$ cat src/rtl/sensor_scan_mux.sv
// Registered N-to-1 sensor channel selector with manual selection and a
// round-robin scan mode (programmable dwell, per-channel enable mask, hold).
module sensor_scan_mux #(
  parameter int CHANNELS = 4,
  parameter int WIDTH    = 8,
  parameter int DWELL    = 16,
  localparam int SEL_W   = $clog2(CHANNELS)
) (
  input  logic                      clk,
  input  logic                      rst_n,
  input  logic                      mode,
  input  logic [SEL_W-1:0]          man_sel,
  input  logic                      hold,
  input  logic [CHANNELS-1:0]       chan_en,
  input  logic [CHANNELS*WIDTH-1:0] in_data,
  output logic [WIDTH-1:0]          out_data,
  output logic [SEL_W-1:0]          out_chan,
  output logic                      out_valid
);

  localparam int CNT_W = $clog2(DWELL) + 1;
  localparam logic [CNT_W-1:0] CNT_TERM = CNT_W'(DWELL - 1);
  localparam logic [SEL_W:0]   CH_LIM   = (SEL_W + 1)'(CHANNELS);

  typedef enum logic [1:0] {
    MANUAL = 2'd0,
    SCAN   = 2'd1,
    HALT   = 2'd2
  } state_t;

  state_t           state;
  logic [SEL_W-1:0] cur;
  logic [CNT_W-1:0] cnt;

  logic [WIDTH-1:0] man_data;
  logic [SEL_W-1:0] man_chan;
  logic             man_vld;

  function automatic logic [WIDTH-1:0] chan_data(
    input logic [SEL_W-1:0]          idx,
    input logic [CHANNELS*WIDTH-1:0] d
  );
    logic [WIDTH-1:0] r;
    r = '0;
    for (int i = 0; i < CHANNELS; i++) begin
      if (idx == SEL_W'(i)) r = d[i*WIDTH +: WIDTH];
    end
    return r;
  endfunction

  function automatic logic [SEL_W-1:0] lowest_en(input logic [CHANNELS-1:0] en);
    logic [SEL_W-1:0] r;
    r = '0;
    for (int i = CHANNELS - 1; i >= 0; i--) begin
      if (en[i]) r = SEL_W'(i);
    end
    return r;
  endfunction

  // Search cur+1, cur+2, ... wrapping, with cur itself as the last candidate.
  function automatic logic [SEL_W-1:0] next_en(
    input logic [SEL_W-1:0]    c,
    input logic [CHANNELS-1:0] en
  );
    logic [SEL_W-1:0] r;
    logic             found;
    r     = c;
    found = 1'b0;
    for (int k = 1; k <= CHANNELS; k++) begin
      for (int i = 0; i < CHANNELS; i++) begin
        if (!found && en[i] && (i == ((int'(c) + k) % CHANNELS))) begin
          r     = SEL_W'(i);
          found = 1'b1;
        end
      end
    end
    return r;
  endfunction

  always_comb begin
    man_data = '0;
    man_chan = '0;
    man_vld  = 1'b0;
    if ({1'b0, man_sel} < CH_LIM) begin
      man_data = chan_data(man_sel, in_data);
      man_chan = man_sel;
      man_vld  = 1'b1;
    end
  end

  always_ff @(posedge clk or negedge rst_n) begin
    if (!rst_n) begin
      state     <= MANUAL;
      cur       <= '0;
      cnt       <= '0;
      out_data  <= '0;
      out_chan  <= '0;
      out_valid <= 1'b0;
    end else begin
      case (state)
        MANUAL: begin
          if (mode) begin
            cnt       <= '0;
            cur       <= lowest_en(chan_en);
            out_valid <= 1'b0;
            state     <= (chan_en == '0) ? HALT : SCAN;
          end else begin
            out_data  <= man_data;
            out_chan  <= man_chan;
            out_valid <= man_vld;
          end
        end

        SCAN: begin
          if (!mode) begin
            state     <= MANUAL;
            cnt       <= '0;
            out_data  <= man_data;
            out_chan  <= man_chan;
            out_valid <= man_vld;
          end else if (chan_en == '0) begin
            state     <= HALT;
            cnt       <= '0;
            out_valid <= 1'b0;
          end else if (hold) begin
            out_valid <= 1'b0;
          end else if (cnt != CNT_TERM) begin
            cnt       <= cnt + 1'b1;
            out_valid <= 1'b0;
          end else begin
            // Terminal edge: capture only if the channel is still enabled.
            if (chan_en[cur]) begin
              out_data  <= chan_data(cur, in_data);
              out_chan  <= cur;
              out_valid <= 1'b1;
            end else begin
              out_valid <= 1'b0;
            end
            cnt <= '0;
            cur <= next_en(cur, chan_en);
          end
        end

        HALT: begin
          if (!mode) begin
            state     <= MANUAL;
            cnt       <= '0;
            out_data  <= man_data;
            out_chan  <= man_chan;
            out_valid <= man_vld;
          end else begin
            out_valid <= 1'b0;
            if (chan_en != '0) begin
              state <= SCAN;
              cnt   <= '0;
              cur   <= lowest_en(chan_en);
            end
          end
        end

        default: begin
          state     <= MANUAL;
          cnt       <= '0;
          cur       <= '0;
          out_valid <= 1'b0;
        end
      endcase
    end
  end

endmodule
$ cat config.mk
export PLATFORM = sky130hd
export DESIGN_NAME = sensor_scan_mux
export DESIGN_NICKNAME = d
export VERILOG_FILES = /design/src/rtl/sensor_scan_mux.sv
export SDC_FILE = /design/constraint.sdc
export NUM_CORES = 1
export LEC_CHECK = 0
export CAP_MARGIN = 20
export CORE_ASPECT_RATIO = 1.1
export CORE_MARGIN = 3
export CORE_UTILIZATION = 29
export CTS_BUF_LIST = sky130_fd_sc_hd__clkbuf_2
export DETAILED_ROUTE_END_ITERATION = 8
export GPL_TIMING_DRIVEN = 0
export SLEW_MARGIN = 20
export SYNTH_ARGS = -nofsm -noshare
export SYNTH_HDL_FRONTEND = slang
export SYNTH_SLANG_ARGS = --single-unit
$ cat constraint.sdc
create_clock -name clk -period 3.05 [get_ports clk]
set_input_delay 0.4575 -clock clk [delete_from_list [all_inputs] [get_ports clk]]
set_output_delay 0.4575 -clock clk [all_outputs]
set_load 0.05 [all_outputs]
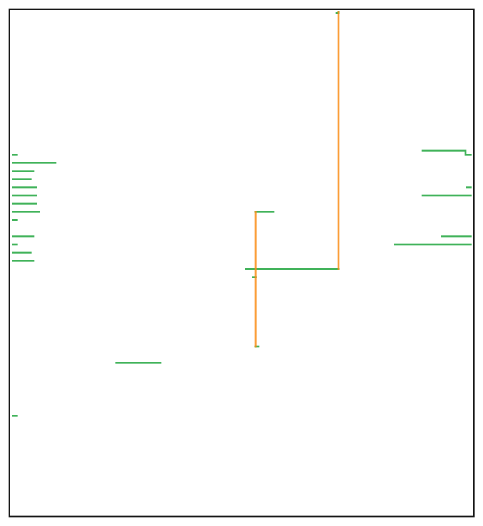
*Routed metal, one color a layer, run 1*
(6 px per um) Only two layers are drawn.
green -> metal 3  # wire length 104 um
orange -> metal 4  # wire length 65.3 um
wire per inst: 14.5 um
final WL: 4080 um
vias: 1,407
All-Layer GR Usage: 13.6%

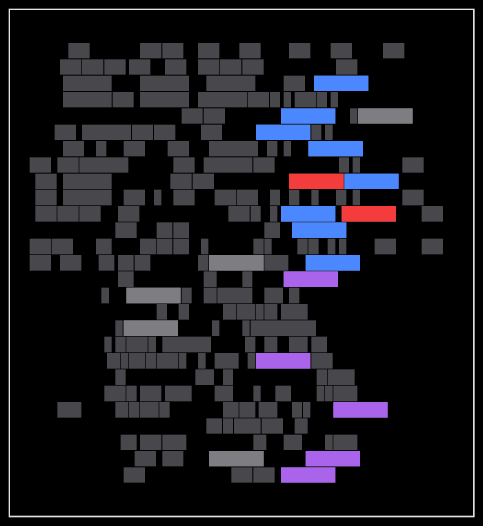
*Register map, names as in the netlist, run 1*
(6 px per um)
blue -> out_data  # sequential cells 8
red -> out_chan  # sequential cells 2
purple -> cnt  # sequential cells 5

==> results.txt, run 1 <==
run metrics: status complete, no violations, worst r2r dst out_data[4], PD cells 414 mW/mm^2, worst hold start chan_en[1], top cells by count, synth dfrtp_1, nand2_1, mux2i_1, RSZ-0062 raised after global routing no, Mapped Nets slightly below 200, GRT Max-Usage Layer met2, met2 usage approximately 22%, crit path launch out_data[4], Cell area leaders dfrtp_1, mux4_2, mux2i_1, Crit path max-delay family buffers and inverters, Synth Area per Inst about 10 sq um, Worst EP required 2590 ps, clk pwr between 0.0002 and 0.00025 W, antenna cells 0, ys cells between 150 and 200, vias in the first global route 1,426, Port-buffer cells slightly above 50, Max FO, Critical Path 2, layout cell share with drive strength beyond 1 between 10% and 20%, sw frac about a third, Fillers roughly 500, WL met3 around 100 um, hold buffer count at CTS 0, cells after synthesis between 150 and 200, Comb power between 0.0004 and 0.0005 W, wire length on met2 slightly above 2000 um, clk slew on worst S/H paths about 200 ps, CP startpoint kind register, dominant logic cell types in the final layout clkdlybuf4s50_1, dfrtp_1, nand2_1, final hold slack about 490 ps, Chip Area, Yosys between 0.0015 and 0.002 sq mm, placed cells between 200 and 300, largest net degree at the start of global routing 21, Buf+Inv Stages, Crit Path 1, hold crit path type input port to register, LEAKAGE 0.931 nW, largest stage delay on the critical path 810 ps, TritonCTS buffer count 3, CTS sink count 20, worst-margin pin slew around 910 ps, DR pass1 iterations 4, Sequential Power between 0.0003 and 0.0004 W, setup bufs post-CTS 0, Slew Viols, Final 0, final setup fails 0, Dominant Register Cell dfrtp_1, fin nets ~250, Peak VDD IR ~0.0002 V, Synth cell types approximately 49, Post-Syn Area 0.00162 sq mm, FF-to-FF Start cur[1], internal power between 0.0006 and 0.0007 W, number of max-cap violations 0, DRT iter0 DRCs 90, Reg2Reg Depth 6, Setup crit end out_data[4], Seq/Total Area, Yosys between 30% and 40%, Cell Area, Placed 0.00222 sq mm, post-synth top area cell dfrtp_1, hpwl dp 3230 um, Final min period between 2000 and 2500 ps, chip area roughly 0.0065 sq mm, GRT overflow 0, fin worst setup slack around 1000 ps, CP max stage cell clkdlybuf4s50_1, stage-log warning count 26, global-route wire length before repair 7250 um, combinational share of power 45.0%, CTS root buf clkbuf_2, GPL Wtd Cong ~0.76, Logic cell area roughly 0.001 sq mm, post-CTS sizing 0, Initial Util a little under a third, worst hold path depth 4, H-tree depth 1, Achievable Freq around 0.5 GHz, FF-to-FF setup slack between 1000 and 1500 ps, Top Consumer combinational logic, Sw Pwr approximately 0.00033 W, Commonest Layout Cell clkdlybuf4s50_1, I/O Pins approximately 53, CP endpoint kind output pin, Layout Skew ~1.1 ps, crit-path cells clkdlybuf4s50_1, fraction of registers with async set/reset 100%, vias per cell about 5, design area between 0.002 and 0.0025 sq mm, area share, top type 31.0%, die height between 80 and 90 um, ANT nets after route 0, Hold EP cnt[2], flip-flops with a built-in enable 0, total power draw 0.000936 W, Core ar. 0.00520 sq mm, initial antenna violation count 0, most frequent cell after synthesis dfrtp_1, area growth from synthesis to layout 39.9%, critical path arrival between 1500 and 2000 ps, DRC viols 0
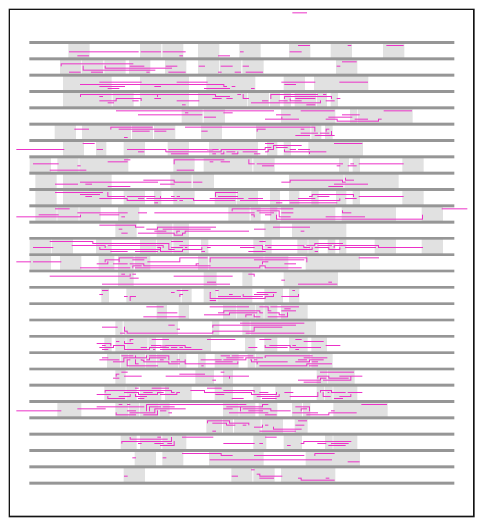
*Metal 1, run 1*
(6 px per um) Supply wires on this layer in gray.
main direction = horizontal
wire length on this layer = 1,890 um
longest straight run = 26.2 um
share of all routed wire = 46%
nets with wire on the layer = 232
GR Layer Usage met1: 18.9%

run 1: layout make-up:
cell class / instances / share of cell area, %
flip-flops and latches: 20 / 22.1
clock buffers: 3 / 0.664
multi-input cells: 114 / 44.7
well taps: 72 / 3.98
inverters: 7 / 1.16
repair buffers: 51 / 22.6
clock inverters: 1 / 1.33
plain buffers: 13 / 3.48
run 1: cell families after synthesis:
logic type               after synthesis  synth area share (%)
AND-OR/OR-AND                         38                  16.1
buffers and inverters                 20                  6.50
AND/OR/NAND/NOR                       46                  17.5
adder cells (fa/ha/maj)                1                 0.774
multiplexers                          29                  28.2
flip-flops                            20                  31.0
run 1: sequential cells by signal, indices dropped and copies added, names as in the netlist:
signal and cells:
out_valid 1, cur 2, out_data 8, out_chan 2, state 2, cnt 5
==> run 2, diff against run 1 <==
==> constraint.sdc (replaced) <==
create_clock -name clk -period 2 [get_ports clk]
set_input_delay 0.3 -clock clk [delete_from_list [all_inputs] [get_ports clk]]
set_output_delay 0.3 -clock clk [all_outputs]
set_load 0.05 [all_outputs]
==> run 2 against run 1 <==
Net effect:
- routed wire length stayed put
- global-route usage is the same
- core utilization did not move
- register-to-register slack got worse by 1100 ps
- clock power rose by 52%
- worst setup slack worse by 890 ps
- sequential power up 53%
- via count unchanged
- area after synthesis did not move
- critical path depth unchanged
- total power rose by 52%
==> results.txt, run 2 <==
run metrics: # Taps 72 (unchanged), simple-gate share of the synthesized area 17.5% (unchanged), Worst EP required 1700 ps (-890 ps), TritonCTS buffer count 3 (unchanged), Buffers excl. clock 64 (unchanged), Max FO, Critical Path 2 (unchanged), DRT iter0 DRCs 90 (unchanged), ys cells 154 (unchanged), global-route wire length before repair 7250 um (unchanged), hold buffer count at CTS 0 (unchanged), max reg flops 8 (unchanged), Post-Syn Area 0.00162 sq mm (unchanged), Flops 20 (unchanged), crit-path cells clkdlybuf4s50_1, clk slew on worst S/H paths 200 ps (about the same), crit path launch out_data[4], largest stage delay on the critical path 810 ps (about the same), fin worst setup slack 150 ps (-893 ps), Layout Skew 1.07 ps (unchanged), total power draw 0.00143 W (+52%), post-synth top area cell dfrtp_1, Setup crit end out_data[4], H-tree depth 1 (unchanged), worst-margin pin slew 908 ps (unchanged), Synth cell types 49 (unchanged), area growth from synthesis to layout 39.9% (unchanged), CTS root buf clkbuf_2, GRT overflow 0 (unchanged), CP endpoint kind output pin, largest net degree at the start of global routing 21 (unchanged), hold crit path type input port to register, I/O Pins 53 (unchanged), setup bufs post-CTS 0 (unchanged), worst hold path depth 4 (unchanged), vias per cell 5.01 (unchanged), status complete, no violations, dominant kind of cell combinational gates, initial antenna violation count 0 (unchanged), ANT nets after route 0 (unchanged), die height 84.3 um (unchanged), Final min period 1850 ps, All-Layer GR Usage 13.6% (unchanged), GPL Wtd Cong 0.759 (unchanged), combinational share of cell area 44.7% (unchanged), Mapped Nets 197 (unchanged), fin nets 253 (unchanged), Commonest Layout Cell clkdlybuf4s50_1, LEAKAGE 0.931 nW (unchanged), CP startpoint kind register, Core ar. 0.00520 sq mm (unchanged), post-CTS sizing 0 (unchanged), FF-to-FF setup slack 200 ps (-1050 ps), Chip Area, Yosys 0.00162 sq mm (unchanged), Slew Viols, Final 0 (unchanged), number of max-cap violations 0 (unchanged), vias in the first global route 1,426 (unchanged), Crit path max-delay family buffers and inverters, chip area 0.00651 sq mm (unchanged), top flop regs out_data (8), cnt (5), PD cells 631 mW/mm^2 (+52%), Synth Area per Inst 10.5 sq um (unchanged), Seq/Total Area, Yosys 31.0% (unchanged), final WL 4080 um (unchanged), antenna cells 0 (unchanged), Reg2Reg Depth 6 (unchanged), layout cell share with drive strength beyond 1 18.7% (unchanged), Fillers 515 (unchanged), Buf+Inv Stages, Crit Path 1 (unchanged), Main logic family multiplexers, met2 usage 22.3% (unchanged), Logic cell area 0.00101 sq mm (unchanged), mux frac, synth 28.2% (unchanged), multi-input gates 114 (unchanged), cells after synthesis 154 (unchanged), Cell area leaders dfrtp_1, mux4_2, mux2i_1, Peak VDD IR 0.000308 V (+53%), dominant logic cell types in the final layout clkdlybuf4s50_1, dfrtp_1, nand2_1, Dominant Register Cell dfrtp_1, placed cells 277 (unchanged), GR Layer Usage met1 18.9% (unchanged), hpwl dp 3230 um (unchanged), stage-log warning count 26 (unchanged), Initial Util 31.1% (unchanged), ao+oa area frac 16.1% (unchanged), Port-buffer cells 51 (unchanged), RSZ-0062 raised after global routing no, wire per inst 14.5 um (unchanged), top cells by count, synth dfrtp_1, nand2_1, mux2i_1, fraction of registers with async set/reset 100% (unchanged), vias 1,407 (unchanged), DRC viols 0 (unchanged), DR pass1 iterations 4 (unchanged), worst r2r dst out_data[4]
run 2: cell counts in the layout (fill, tap and decap cells not counted):
Identical to the previous run, type by type.
run 2: power by group:
part | total (W) | internal (W) | switching, W
registers | 0.000478 | 0.000452 | 0.0000261
logic | 0.000643 | 0.000305 | 0.000337
clock network | 0.000307 | 0.000172 | 0.000135
run 2: per-stage QoR:
step	util (%)	hold WS [ps]	area (sq um)
after floorplan	-	4.41	1620
after global placement	42.6	470	2220
after detailed placement	42.6	474	2220
after CTS	43.5	310	2260
after global routing	43.5	320	2260
final	43.5	328	2260
run 2: layer usage:
metal | vias to the layer above | wire length (um) | share of wire, %
met4 | 0 | 65 | 1.6
met1 | 675 | 1890 | 46
met2 | 26 | 2030 | 50
li1 | 701 | - | -
met3 | 5 | 103 | 2.5
met5 | - | 0 | 0
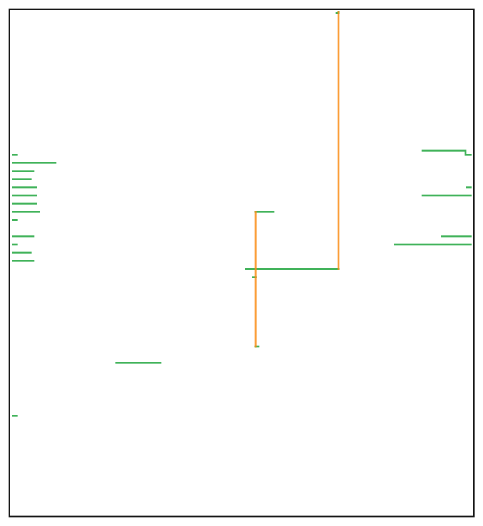
*Routed metal, one color a layer, run 2*
(6 px per um) Only two layers are drawn.
green -> metal 3  # wire length 104 um
orange -> metal 4  # wire length 65.3 um

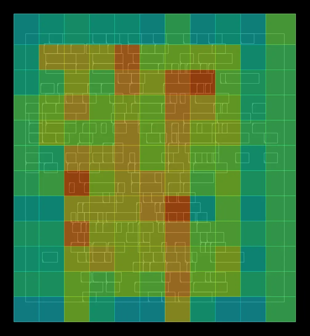
*Congestion heat map, run 2*
Finished Core Util: 43.5%
GRT Max-Usage Layer: met2

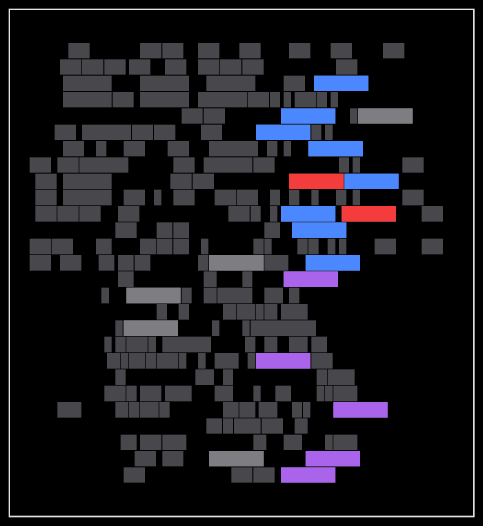
*Register map, names as in the netlist, run 2*
(6 px per um)
blue -> out_data  # sequential cells 8
purple -> cnt  # sequential cells 5
red -> out_chan  # sequential cells 2
not colored = 5
sequential cell area share: 22.1%
Sequential Power: 0.000478 W

==> run 3, diff against run 2 <==
--- a/config.mk
+++ b/config.mk
@@ -8,10 +8,12 @@
 export CAP_MARGIN = 20
 export CORE_ASPECT_RATIO = 1.1
 export CORE_MARGIN = 3
-export CORE_UTILIZATION = 29
+export CORE_UTILIZATION = 48
 export CTS_BUF_LIST = sky130_fd_sc_hd__clkbuf_2
 export DETAILED_ROUTE_END_ITERATION = 8
 export GPL_TIMING_DRIVEN = 0
+export PLACE_DENSITY = 0.83
+export SETUP_SLACK_MARGIN = 0.3
 export SLEW_MARGIN = 20
 export SYNTH_ARGS = -nofsm -noshare
 export SYNTH_HDL_FRONTEND = slang
==> run 3 against run 2 <==
Net effect:
- final area grew 2.5%
- flip-flop count stayed put
- worst setup slack better by 120 ps
- register-to-register slack better by 80 ps
- critical path depth is 5 higher
- largest power group unchanged
==> results.txt, run 3 <==
run metrics: status complete, no violations, mux frac, synth 28.2% (unchanged), stage-log warning count 27 (+3.8%), combinational share of power 46.4% (+1.4 points), WL met3 193 um (+87%), area growth from synthesis to layout 43.4%, Synth Area per Inst 10.5 sq um (unchanged), fin nets 261 (+3.2%), Worst EP required 2260 ps (+560 ps), sw frac 35.6% (+0.71 points), Max FO, Critical Path 5 (+3), LEAKAGE 1.02 nW (+9.9%), GRT overflow 0 (unchanged), worst r2r dst out_data[6], CP startpoint kind register, top flop regs out_data (8), cnt (5), die height 66.9 um (-21%), met1 wire length 1840 um (-2.7%), DRC viols 0 (unchanged), Cell area leaders dfrtp_1, mux4_2, mux2i_1, initial antenna violation count 0 (unchanged), Sw Pwr 0.000523 W (+4.9%), number of max-cap violations 0 (unchanged), dominant logic cell types in the final layout clkdlybuf4s50_1, dfrtp_1, nand2_1, wire length on met2 2320 um (+15%), crit path launch cur[1], GRT Max-Usage Layer met2, CTS root buf clkbuf_2, power share of the clock group 21.0% (-0.5 points), largest stage delay on the critical path 530 ps (-280 ps), All-Layer GR Usage 22.9% (+9.3 points), Initial Util 51.7% (+21 points), DR pass1 iterations 4 (unchanged), Synth cell types 49 (unchanged), chip area 0.00410 sq mm (-37%), DRT iter0 DRCs 65 (-28%), Core ar. 0.00313 sq mm (-40%), Main logic family multiplexers, Cell Area, Placed 0.00217 sq mm (-2.1%), setup bufs post-CTS 2 (+2), Commonest Layout Cell clkdlybuf4s50_1, vias in the first global route 1,552 (+8.8%), hold crit path type input port to register, Port-buffer cells 51 (unchanged), clk slew on worst S/H paths 210 ps (about the same), fraction of registers with async set/reset 100% (unchanged), PD cells 633 mW/mm^2 (+0.32%), antenna cells 0 (unchanged), H-tree depth 1 (unchanged), largest net degree at the start of global routing 21 (unchanged), Dominant Register Cell dfrtp_1, worst-margin pin slew 893 ps (-15.2 ps), GPL Wtd Cong 0.895 (+18%), vias per cell 6.02 (+20%), max reg flops 8 (unchanged), cells after synthesis 154 (unchanged), CP endpoint kind register, Crit path max-delay family multiplexers, internal power 0.000945 W (+1.7%), Fillers 225 (-56%), FF-to-FF setup slack 280 ps (+80 ps)
==> run 3: layout make-up <==
cell class | count | area [sq um] | area share, %
multi-input combinational | 114 | 1040 | 45.0
timing repair buffer | 59 | 557 | 24.0
sequential | 20 | 500 | 21.6
buffer | 13 | 104 | 4.48
tap | 34 | 42.5 | 1.83
clock inverter | 1 | 30.0 | 1.30
inverter | 7 | 26.3 | 1.13
clock buffer | 3 | 15.0 | 0.648
==> run 3: power by group through the flow <==
stage	Clock (W)	Combinational (W)	Sequential (W)
finish	0.000309	0.000681	0.000478
global route	0.000326	0.000732	0.000483
CTS	0.000310	0.000638	0.000477
detailed placement	0	0.000650	0.000488
global placement	0	0.000632	0.000483
floorplan	0	0.000300	0.000600
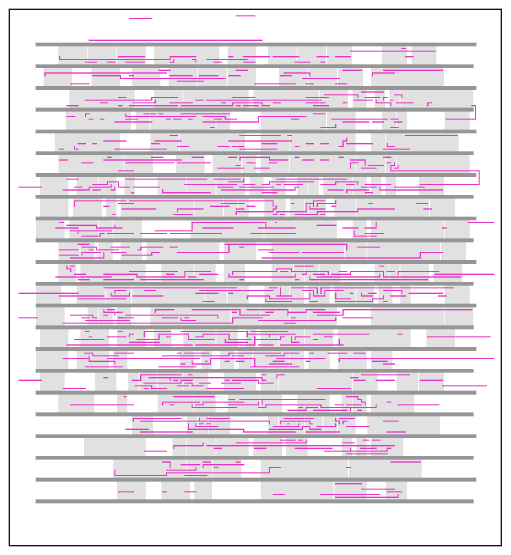
*Metal 1, run 3*
(8 px per um) Supply wires on this layer in gray.
longest straight run = 23.5 um
share of all routed wire = 41%
main direction = horizontal

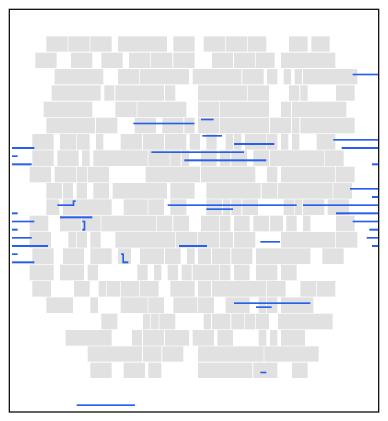
*Signal wires on met3, run 3*
(6 px per um)
longest straight run = 21.2 um
share of all routed wire = 4.4%
nets with wire on the layer = 37
wire length on this layer = 193 um

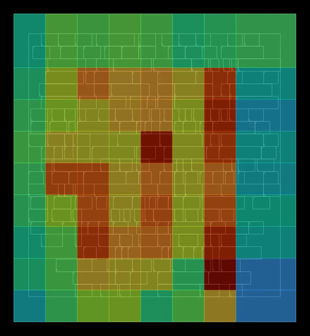
*Congestion heat map, run 3*
met2 usage: 38.1%
Finished Core Util: 74.1%
GR Layer Usage met1: 30.2%
wire per inst: 17.7 um

Power is estimated from default activity; no workload was simulated.
